File: src/rtl/uart_pkg.sv
// Shared UART definitions: frame constants, arbiter FSM states, the tag prefix
// and the baud-divisor helper.
package uart_pkg;

  localparam logic       START_BIT = 1'b0;
  localparam logic       STOP_BIT  = 1'b1;
  localparam int         DATA_BITS = 8;
  localparam logic [7:0] TAG_BASE  = 8'hF0;

  typedef enum logic [1:0] {
    IDLE,
    GRANT,
    DRAIN
  } arb_state_e;

  // Nearest-integer clocks per bit.
  function automatic int baud_div(input int clk_freq, input int baud);
    return (clk_freq + baud / 2) / baud;
  endfunction

endpackage

File: src/rtl/uart_tx_core.sv
// 8N1 serializer: one start bit, eight data bits LSB first, one stop bit,
// each held BAUD_DIV clocks. ready is low for the whole frame.
module uart_tx_core
  import uart_pkg::*;
#(
  parameter int BAUD_DIV = 868
) (
  input  logic                 clk,
  input  logic                 rst,
  input  logic [DATA_BITS-1:0] data,
  input  logic                 valid,
  output logic                 ready,
  output logic                 txd
);

  localparam int CNT_W      = (BAUD_DIV > 1) ? $clog2(BAUD_DIV) : 1;
  localparam int FRAME_BITS = DATA_BITS + 2;

  logic                 active;
  logic [CNT_W-1:0]     baud_cnt;
  logic [3:0]           bit_cnt;
  logic [DATA_BITS:0]   shreg;
  logic                 bit_end;
  logic                 frame_end;
  logic                 accept;

  assign ready     = !active;
  assign accept    = !active && valid;
  assign bit_end   = active && (baud_cnt == CNT_W'(BAUD_DIV - 1));
  assign frame_end = bit_end && (bit_cnt == 4'(FRAME_BITS - 1));

  // txd is a flop with async set so a reset forces the line idle at once.
  always_ff @(posedge clk or posedge rst) begin
    if (rst) begin
      active   <= 1'b0;
      baud_cnt <= '0;
      bit_cnt  <= '0;
      txd      <= STOP_BIT;
    end else if (accept) begin
      active   <= 1'b1;
      baud_cnt <= '0;
      bit_cnt  <= '0;
      txd      <= START_BIT;
    end else if (frame_end) begin
      active   <= 1'b0;
      baud_cnt <= '0;
    end else if (bit_end) begin
      baud_cnt <= '0;
      bit_cnt  <= bit_cnt + 1'b1;
      txd      <= shreg[0];
    end else if (active) begin
      baud_cnt <= baud_cnt + 1'b1;
    end
  end

  // Payload plus stop bit; shifted out one position per bit period.
  always_ff @(posedge clk) begin
    if (accept) begin
      shreg <= {STOP_BIT, data};
    end else if (bit_end && !frame_end) begin
      shreg <= {1'b0, shreg[DATA_BITS:1]};
    end
  end

endmodule

File: src/rtl/uart_tx_arbiter.sv
// Round-robin arbiter sharing one UART transmitter between NUM_REQ byte
// streams, packet-atomic with idle-timeout revocation. Optional source tag
// frame per grant when UART_ARB_SRC_TAG_EN is defined.
module uart_tx_arbiter
  import uart_pkg::*;
#(
  parameter int NUM_REQ      = 4,
  parameter int CLK_FREQ     = 100000000,
  parameter int BAUD         = 115200,
  parameter int IDLE_TIMEOUT = 32
) (
  input  logic                                     clk,
  input  logic                                     rst,
  input  logic [NUM_REQ-1:0]                       req_valid,
  input  logic [NUM_REQ*8-1:0]                     req_data,
  input  logic [NUM_REQ-1:0]                       req_last,
  output logic [NUM_REQ-1:0]                       req_ready,
  output logic                                     txd,
  output logic                                     busy,
  output logic [((NUM_REQ > 1) ? $clog2(NUM_REQ) : 1)-1:0] grant_id
);

  localparam int BAUD_DIV = baud_div(CLK_FREQ, BAUD);
  localparam int GID_W    = (NUM_REQ > 1) ? $clog2(NUM_REQ) : 1;
  localparam int TO_CYC   = IDLE_TIMEOUT * BAUD_DIV;
  localparam int TO_W     = $clog2(TO_CYC + 1);

  arb_state_e       state, state_nxt;
  logic [GID_W-1:0] grant_nxt;
  logic [GID_W-1:0] last_grant, last_nxt;
  logic [GID_W-1:0] rr_sel, rr_cand;
  logic             rr_found;
  logic [TO_W-1:0]  to_cnt, to_nxt;

  logic [7:0]       req_bytes [NUM_REQ];
  logic             holder_valid;
  logic             holder_acc;
  logic             tag_hold;
  logic             core_valid;
  logic             core_ready;
  logic [7:0]       core_data;

  for (genvar g = 0; g < NUM_REQ; g++) begin : g_bytes
    assign req_bytes[g] = req_data[8*g +: 8];
  end

  assign holder_valid = req_valid[grant_id];
  assign holder_acc   = (state == GRANT) && !tag_hold && holder_valid && core_ready;
  assign busy         = (state != IDLE) || !core_ready;

  // Scan from last_grant+1 upward with wrap; the nearest candidate wins.
  always_comb begin
    rr_found = 1'b0;
    rr_sel   = '0;
    rr_cand  = '0;
    for (int k = NUM_REQ; k >= 1; k--) begin
      rr_cand = GID_W'((int'(last_grant) + k) % NUM_REQ);
      if (req_valid[rr_cand]) begin
        rr_found = 1'b1;
        rr_sel   = rr_cand;
      end
    end
  end

  always_comb begin
    req_ready = '0;
    if (state == GRANT && !tag_hold) begin
      req_ready[grant_id] = core_ready;
    end
  end

  always_comb begin
    state_nxt = state;
    grant_nxt = grant_id;
    last_nxt  = last_grant;
    to_nxt    = to_cnt;
    case (state)
      IDLE: begin
        to_nxt = '0;
        if (rr_found && core_ready) begin
          grant_nxt = rr_sel;
          state_nxt = GRANT;
        end
      end
      GRANT: begin
        if (holder_acc) begin
          to_nxt = '0;
          if (req_last[grant_id]) begin
            state_nxt = DRAIN;
            last_nxt  = grant_id;
          end
        end else if (holder_valid || tag_hold) begin
          to_nxt = '0;
        end else if (to_cnt == TO_W'(TO_CYC - 1)) begin
          // Silent holder: revoke and demote it in the rotation.
          to_nxt    = '0;
          state_nxt = DRAIN;
          last_nxt  = grant_id;
        end else begin
          to_nxt = to_cnt + 1'b1;
        end
      end
      DRAIN: begin
        if (core_ready) begin
          state_nxt = IDLE;
        end
      end
      default: state_nxt = IDLE;
    endcase
  end

  always_ff @(posedge clk or posedge rst) begin
    if (rst) begin
      state      <= IDLE;
      grant_id   <= '0;
      last_grant <= GID_W'(NUM_REQ - 1);
      to_cnt     <= '0;
    end else begin
      state      <= state_nxt;
      grant_id   <= grant_nxt;
      last_grant <= last_nxt;
      to_cnt     <= to_nxt;
    end
  end

`ifdef UART_ARB_SRC_TAG_EN
  logic tag_pend;

  // Set on every new grant; cleared when the core takes the tag byte.
  always_ff @(posedge clk or posedge rst) begin
    if (rst) begin
      tag_pend <= 1'b0;
    end else if (state == IDLE && state_nxt == GRANT) begin
      tag_pend <= 1'b1;
    end else if (tag_pend && core_ready) begin
      tag_pend <= 1'b0;
    end
  end

  assign tag_hold   = tag_pend;
  assign core_valid = tag_pend ? (state == GRANT) : ((state == GRANT) && holder_valid);
  assign core_data  = tag_pend ? (TAG_BASE | 8'(grant_id)) : req_bytes[grant_id];
`else
  assign tag_hold   = 1'b0;
  assign core_valid = (state == GRANT) && holder_valid;
  assign core_data  = req_bytes[grant_id];
`endif

  uart_tx_core #(
    .BAUD_DIV (BAUD_DIV)
  ) u_core (
    .clk   (clk),
    .rst   (rst),
    .data  (core_data),
    .valid (core_valid),
    .ready (core_ready),
    .txd   (txd)
  );

endmodule

File: config.mk
export PLATFORM = sky130hd
export DESIGN_NAME = uart_tx_arbiter
export DESIGN_NICKNAME = d
export VERILOG_FILES = /design/src/rtl/uart_pkg.sv /design/src/rtl/uart_tx_core.sv /design/src/rtl/uart_tx_arbiter.sv
export SDC_FILE = /design/constraint.sdc
export NUM_CORES = 1
export LEC_CHECK = 0
export CAP_MARGIN = 15
export CORE_MARGIN = 2
export CORE_UTILIZATION = 50
export DETAILED_ROUTE_END_ITERATION = 7
export HOLD_SLACK_MARGIN = 0.12
export PLACE_DENSITY_LB_ADDON = 0.05
export SLEW_MARGIN = 20
export SYNTH_ARGS = -nofsm -noshare
export SYNTH_HDL_FRONTEND = slang
export SYNTH_SLANG_ARGS = --single-unit
File: constraint.sdc
create_clock -name clk -period 4.65 [get_ports clk]
set_input_delay 0.465 -clock clk [delete_from_list [all_inputs] [get_ports clk]]
set_output_delay 0.465 -clock clk [all_outputs]
set_load 0.03 [all_outputs]
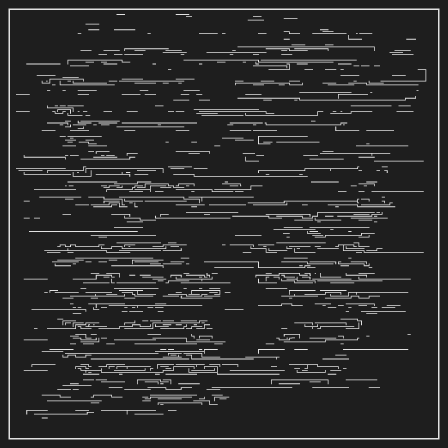
(met1 routing)
share of all routed wire: 47%
longest straight run: 24.4 microns
wire length on this layer: 2,640 microns
nets with wire on the layer: 322
main direction: horizontal
routed wire length: 5.60 mm
M1 GR Usage: 0.281
detailed-route via count: 2,091

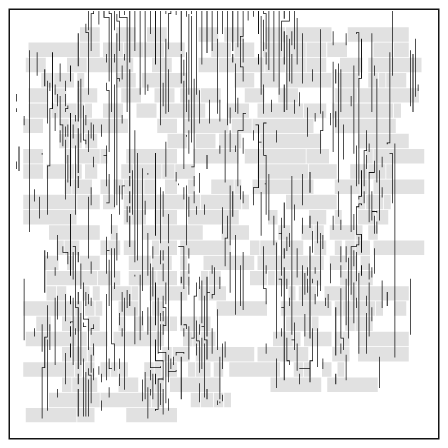
(the metal 2 layer)
Cells faint in the background.
nets with wire on the layer: 290
main direction: vertical
longest straight run: 38.1 microns
share of all routed wire: 49%
M2 GR Usage: 0.309

==> job_summary.md <==
### Yosys + OpenROAD results

| Metric | Value |
|---|---|
| Status | `completed` |
| Most numerous logic cell after layout | `clkdlybuf4s50_1` |
| Async set-reset flop share out of synthesis | `0.804` |
| Synth warn | `0` |
| I/O pin count | `~50` |
| Comb power frac | `0.328` |
| Post-synth seq share | `0.453` |
| Die Span Y | `roughly 76 microns` |
| Core Region | `slightly above 5000 sq um` |
| VDD IR-drop max | `0.299 mV` |
| Worst setup path startpoint | `grant_id[0]` |
| WS Path Type | `register to register` |
| Min-Delay Startpoint | `u_core.shreg[8]` |
| PnR Total Power | `0.00140 W` |
| Fp_density | `0.517` |
| Grt ovf | `0` |
| Hold Crit Depth | `2` |
| Syn nets | `299` |
| R2R depth | `5` |
| DR vias/cell | `5.62` |
| Worst-Skew Late Latency | `between 0.3 and 0.4 ns` |
| Reg area | `between 1000 and 1500 sq um` |
| Initial antenna violation count | `0` |
| Top Layout Cells | `49 x clkdlybuf4s50_1, 34 x dfrtp_1, 29 x nand2_1` |
| Dominant cell area share | `0.324` |
| Synth Area in Simple Gates | `0.206` |
| R2r endpoint | `to_cnt[13]` |
| EDFF count, synth | `8` |
| PD cells | `between 400 and 500 nW/um^2` |
| XOR/XNOR Fraction of Synth Area | `0.0267` |
| WP data required | `a little under 5 ns` |
| # placed instances | `364` |
| Rows | `26` |
| Layout Nets | `between 300 and 400` |
| Worst setup EP type | `register` |
| WHS Endpoint | `u_core.shreg[8]` |
| Final setup skew | `0.00671 ns` |
| Vias in the first global route | `1,932` |
| Synth top area cells | `dfrtp_1 32%, edfxtp_1 9.2%, mux4_2 8.6%` |
| Non-Filler Instances | `roughly 370` |
| Yosys reg bits | `approximately 46` |
| CTS tree | `done` |
| Final period demand of the worst path | `about 3 ns` |
| Adder Area Share | `0.0191` |
| Seq group | `roughly 0.00063 W` |
| Max-cap violations | `0` |
| Max frequency | `338 MHz` |
| Layout area overhead | `25.3%` |
[critical path, cell delays in order, from the launching register on]
cell and delay (ns):
dfrtp_1 0.82, mux4_2 0.66, a41o_1 0.28, nor2_1 0.71
a41oi_1 0.22, a31oi_1 0.19
[cell type report]
type	count	area share
repair buffers	51	0.154
well taps	70	0.0266
clock buffers	5	0.0209
inverters	11	0.0126
clock inverters	3	0.0148
flip-flops and latches	46	0.362
multi-input cells	186	0.410
[state kept, by name, indices dropped and copies added, names as in the netlist]
register,cells
u_core.baud_cnt,10
last_grant,2
u_core.bit_cnt,4
u_core.txd,1
grant_id,2
u_core.shreg,9
state,2
u_core.active,1
to_cnt,15
Power figures rest on the tool's default switching activity, not on a simulated workload.
